**Cell density map**

Drawn at 4 px/um. The die is cut into 11 by 11 equal tiles; dark purple is low, yellow is high, 0 to 100% covered.
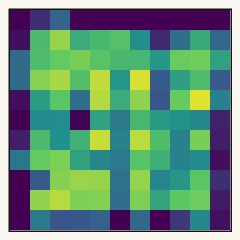
**Clock routing**

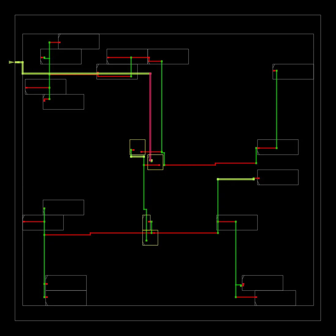
**Selected gate families**

Drawn at 8 px/um.
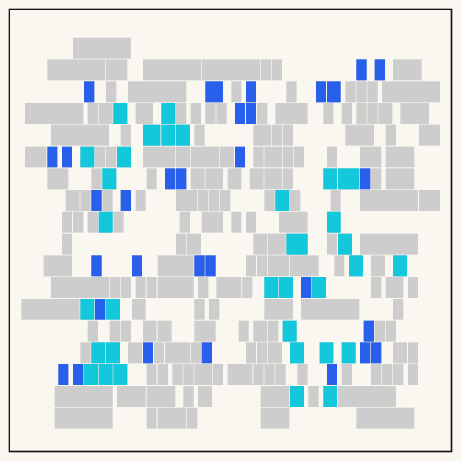
**Nets reached from selected ports**

Drawn at 6 px/um.
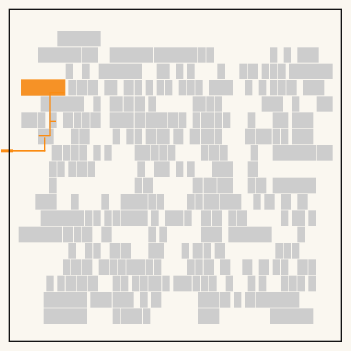
**Register map, names as in the netlist**

Drawn at 6 px/um. Other sequential cells in the stronger gray, the rest of the logic in the fainter gray.
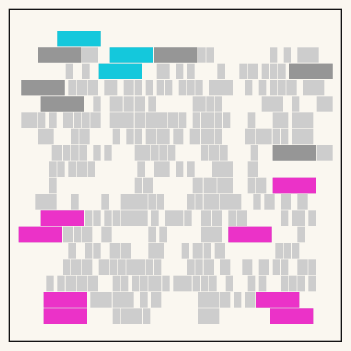
$ cat config.mk
export PLATFORM = sky130hd
export DESIGN_NAME = slink_clk_switch_ctrl
export DESIGN_NICKNAME = d
export VERILOG_FILES = /design/src/rtl/slink_clk_switch_ctrl.sv
export SDC_FILE = /design/constraint.sdc
export NUM_CORES = 1
export LEC_CHECK = 0
export ABC_AREA = 1
export CORE_UTILIZATION = 45
export DETAILED_ROUTE_END_ITERATION = 10
export PLACE_DENSITY = 0.68
export SLEW_MARGIN = 20
export SYNTH_ARGS = -nofsm -noshare
export SYNTH_HDL_FRONTEND = slang
export SYNTH_SLANG_ARGS = --single-unit
export TNS_END_PERCENT = 30
$ cat constraint.sdc
create_clock -name clk -period 2.4 [get_ports clk]
set_input_delay 0.48 -clock clk [delete_from_list [all_inputs] [get_ports clk]]
set_output_delay 0.48 -clock clk [all_outputs]
set_load 0.1 [all_outputs]
$ cat src/rtl/slink_clk_switch_ctrl.sv
// Link clock-source switch sequencer: selects refclk or phy_clk under a held main_reset,
// with timed select/settle/drain phases and forced fallback to refclk when the PHY clock is lost.
module slink_clk_switch_ctrl #(
  parameter int unsigned SETTLE_W = 8
) (
  input  logic                clk,
  input  logic                reset,
  input  logic                enable,
  input  logic                phy_clk_req,
  input  logic                phy_clk_ready,
  input  logic [SETTLE_W-1:0] settle_cycles,
  output logic                main_reset,
  output logic                use_phy_clk,
  output logic                link_ready,
  output logic                switch_busy,
  output logic                switch_err
);

  typedef enum logic [2:0] {
    IDLE   = 3'd0,
    SEL    = 3'd1,
    SETTLE = 3'd2,
    RUN    = 3'd3,
    DRAIN  = 3'd4
  } state_t;

  state_t              state;
  logic [SETTLE_W-1:0] cnt;
  logic [SETTLE_W-1:0] n_eff;
  logic                fallback;
  logic                tgt;
  logic                lost_phy;
  logic                cnt_last;
  logic                fault;

  assign tgt      = phy_clk_req & phy_clk_ready;
  assign n_eff    = (settle_cycles == '0) ? SETTLE_W'(1) : settle_cycles;
  assign lost_phy = use_phy_clk & ~phy_clk_ready;
  assign cnt_last = (cnt <= SETTLE_W'(1));
  // A drain already caused by a fallback must not re-trigger on the same lost clock.
  assign fault    = lost_phy && (state != IDLE) && !((state == DRAIN) && fallback);

  // Output flags per state: {main_reset, link_ready, switch_busy}.
  function automatic logic [2:0] flags(input state_t s);
    case (s)
      IDLE:    flags = 3'b100;
      SEL:     flags = 3'b101;
      SETTLE:  flags = 3'b001;
      RUN:     flags = 3'b010;
      DRAIN:   flags = 3'b101;
      default: flags = 3'b100;
    endcase
  endfunction

  always_ff @(posedge clk) begin
    if (reset) begin
      state                                  <= IDLE;
      {main_reset, link_ready, switch_busy}  <= flags(IDLE);
      use_phy_clk                            <= 1'b0;
      cnt                                    <= '0;
      switch_err                             <= 1'b0;
      fallback                               <= 1'b0;
    end else begin
      switch_err <= 1'b0;
      if (!enable) begin
        state                                 <= IDLE;
        {main_reset, link_ready, switch_busy} <= flags(IDLE);
        cnt                                   <= '0;
        fallback                              <= 1'b0;
        switch_err                            <= fault;
      end else begin
        case (state)
          IDLE: begin
            state                                 <= SEL;
            {main_reset, link_ready, switch_busy} <= flags(SEL);
            use_phy_clk                           <= tgt;
            cnt                                   <= n_eff;
          end
          RUN: begin
            if (tgt != use_phy_clk) begin
              state                                 <= DRAIN;
              {main_reset, link_ready, switch_busy} <= flags(DRAIN);
              cnt                                   <= n_eff;
              switch_err                            <= lost_phy;
              fallback                              <= lost_phy;
            end
          end
          SEL, SETTLE, DRAIN: begin
            if (fault) begin
              state                                 <= DRAIN;
              {main_reset, link_ready, switch_busy} <= flags(DRAIN);
              cnt                                   <= n_eff;
              switch_err                            <= 1'b1;
              fallback                              <= 1'b1;
            end else if (!cnt_last) begin
              cnt <= cnt - SETTLE_W'(1);
            end else if (state == SEL) begin
              state                                 <= SETTLE;
              {main_reset, link_ready, switch_busy} <= flags(SETTLE);
              cnt                                   <= n_eff;
            end else if (state == SETTLE) begin
              state                                 <= RUN;
              {main_reset, link_ready, switch_busy} <= flags(RUN);
              cnt                                   <= '0;
            end else begin
              state                                 <= SEL;
              {main_reset, link_ready, switch_busy} <= flags(SEL);
              use_phy_clk                           <= tgt;
              cnt                                   <= n_eff;
              fallback                              <= 1'b0;
            end
          end
          default: begin
            state                                 <= IDLE;
            {main_reset, link_ready, switch_busy} <= flags(IDLE);
            cnt                                   <= '0;
          end
        endcase
      end
    end
  end

endmodule
==> changes_impl.md <==
### Changed

* Status: complete, no violations
* Pin count of the biggest net entering global routing at 19
* WHS Endpoint: switch_busy
* Sw Pwr at between 0.7 and 0.8 mW
* Total track usage at between 20% and 30%
* Clk sink count at 17
* Yosys cell types at 24
* Crit path launch type: input pin
* Fin nets at 253
* Top cells by area: dfxtp_1, nand2_1, inv_1
* Global-route wire length before repair at 4910 um
* Worst setup path endpoint: state[1]
* Fin crit share at around 73%
* Clock Power Share at between 10% and 20%
* Gate Count Post-Synth at 218
* Routed Wire Length at 3060 um
* Hold depth at 2
* Post-synth seq share at a little over a quarter
* WP depth at 10
* Logic family by area: simple AND/OR/NAND/NOR gates
* Antenna Cells at 0
* Switching portion of total power at roughly 52%
* Count leader, synth: nand2_1
* Layout cells sized above 1 at 8.44%
* Worst Path Buf+Inv at 4
* Clock buffer depth at 2
* Placed Cells incl. Taps at 263
* Metal2 WL at 1340 um
* Remaining DRCs at 0
* Clk slew on worst S/H paths at 0.11 ns
* Chip Area, Yosys at 1270 um2
* CP endpoint kind: flop
* Total power at 1.37 mW
* Synthesized area at 1270 um2
* Die area at around 3000 um2
* Log Warnings at 27
* XORs/XNORs by Area at 2.07%
* R2r setup slk at 0.67 ns
* Drt initial violations at 52
* Synth top area share at between 20% and 30%
* Number of global-route vias before repair at 1,134
* Final Max Slew Viols at 0
* Sequential power share at between 20% and 30%
* # setup viols final at 0
* WP data required at between 2 and 3 ns
* TNS Setup at 0 ns
* Die H at 55.1 um
* Root buffer cell: clkbuf_4
* R2r worst-path depth at 7
* Critical R2R Launch: state[1]
* Logic area at 769 um2
* Max VDD drop at 0.000644 V
* Yosys simple share at a little over two fifths
* P per Cell Area at 929 nW/um2
* Met3 wire len at 196 um
* Post-route clock skew at 0.00206 ns
* DIE WIDTH at approximately 55 um
* Via/cell ratio at 5.14
* Yosys warnings at 0
* DRT antenna net count at 0
* Crit-path max cell delay at 0.50 ns
* Leakage at ~0.8 nW
* Hold_ws at 0.481 ns
* Max cap viols at 0
* # Post-CTS Setup Buffers at 0
* Syn nets at about 230
* Critical path type: in -> reg
* Largest fanout on the critical path at 8
## Picture notes: 'cell density map'
- densest ninth of the die: center
- tiles over 75% full: 23%
- mean over tiles: 47%
- nearly empty tiles: 13%
- fullest tile: 96%
Starting Density: 49.4%
Final Core Density: 57.6%

## Picture notes: 'clock routing'
total CTS buffers: 3
Late-Pin Clk Latency: 0.29 ns
Power Clock: 0.164 mW

## Picture notes: 'selected gate families'
- nor cells: blue (cells 31)
- aoi and oai cells: cyan (cells 33)
combinational share of cell area: 52.1%
highest-count logic cell in the final layout: nand2_1
fin cells: 267

## Picture notes: 'nets reached from selected ports'
- link_ready: orange (direction output; edge west; end cells 1; buffers 1; wire 19.7 um)
I/O Pins: 18
port bufs: 17

## Picture notes: 'register map, names as in the netlist'
- state: cyan (flops 3)
- cnt: magenta (flops 8)
- not colored: 6
Reg area: 340 um2
flop share of the area: 23.0%
P_seq: 0.376 mW

-- kinds of logic (layout without fill, tap and decap cells) --
group / after synthesis / count (layout)
fa+ha+maj: 2 / 2
flops: 17 / 17
compound gates: 33 / 33
buf+inv: 40 / 59
simple gates: 123 / 123
xor+xnor: 3 / 3
-- final cells by class --
type / count / area share, %
timing repair buffer: 18 / 11.2
sequential: 17 / 23.0
multi-input combinational: 161 / 52.1
tap: 30 / 2.54
clock buffer: 4 / 1.78
inverter: 37 / 9.40
-- routing by layer --
layer | vias to the layer above | track usage (%)
met4 | 0 | 5.83
met1 | 605 | 30.6
met2 | 38 | 36.7
met5 | - | 0
li1 | 727 | -
met3 | 2 | 4.37
Power and IR drop assume default switching activity.
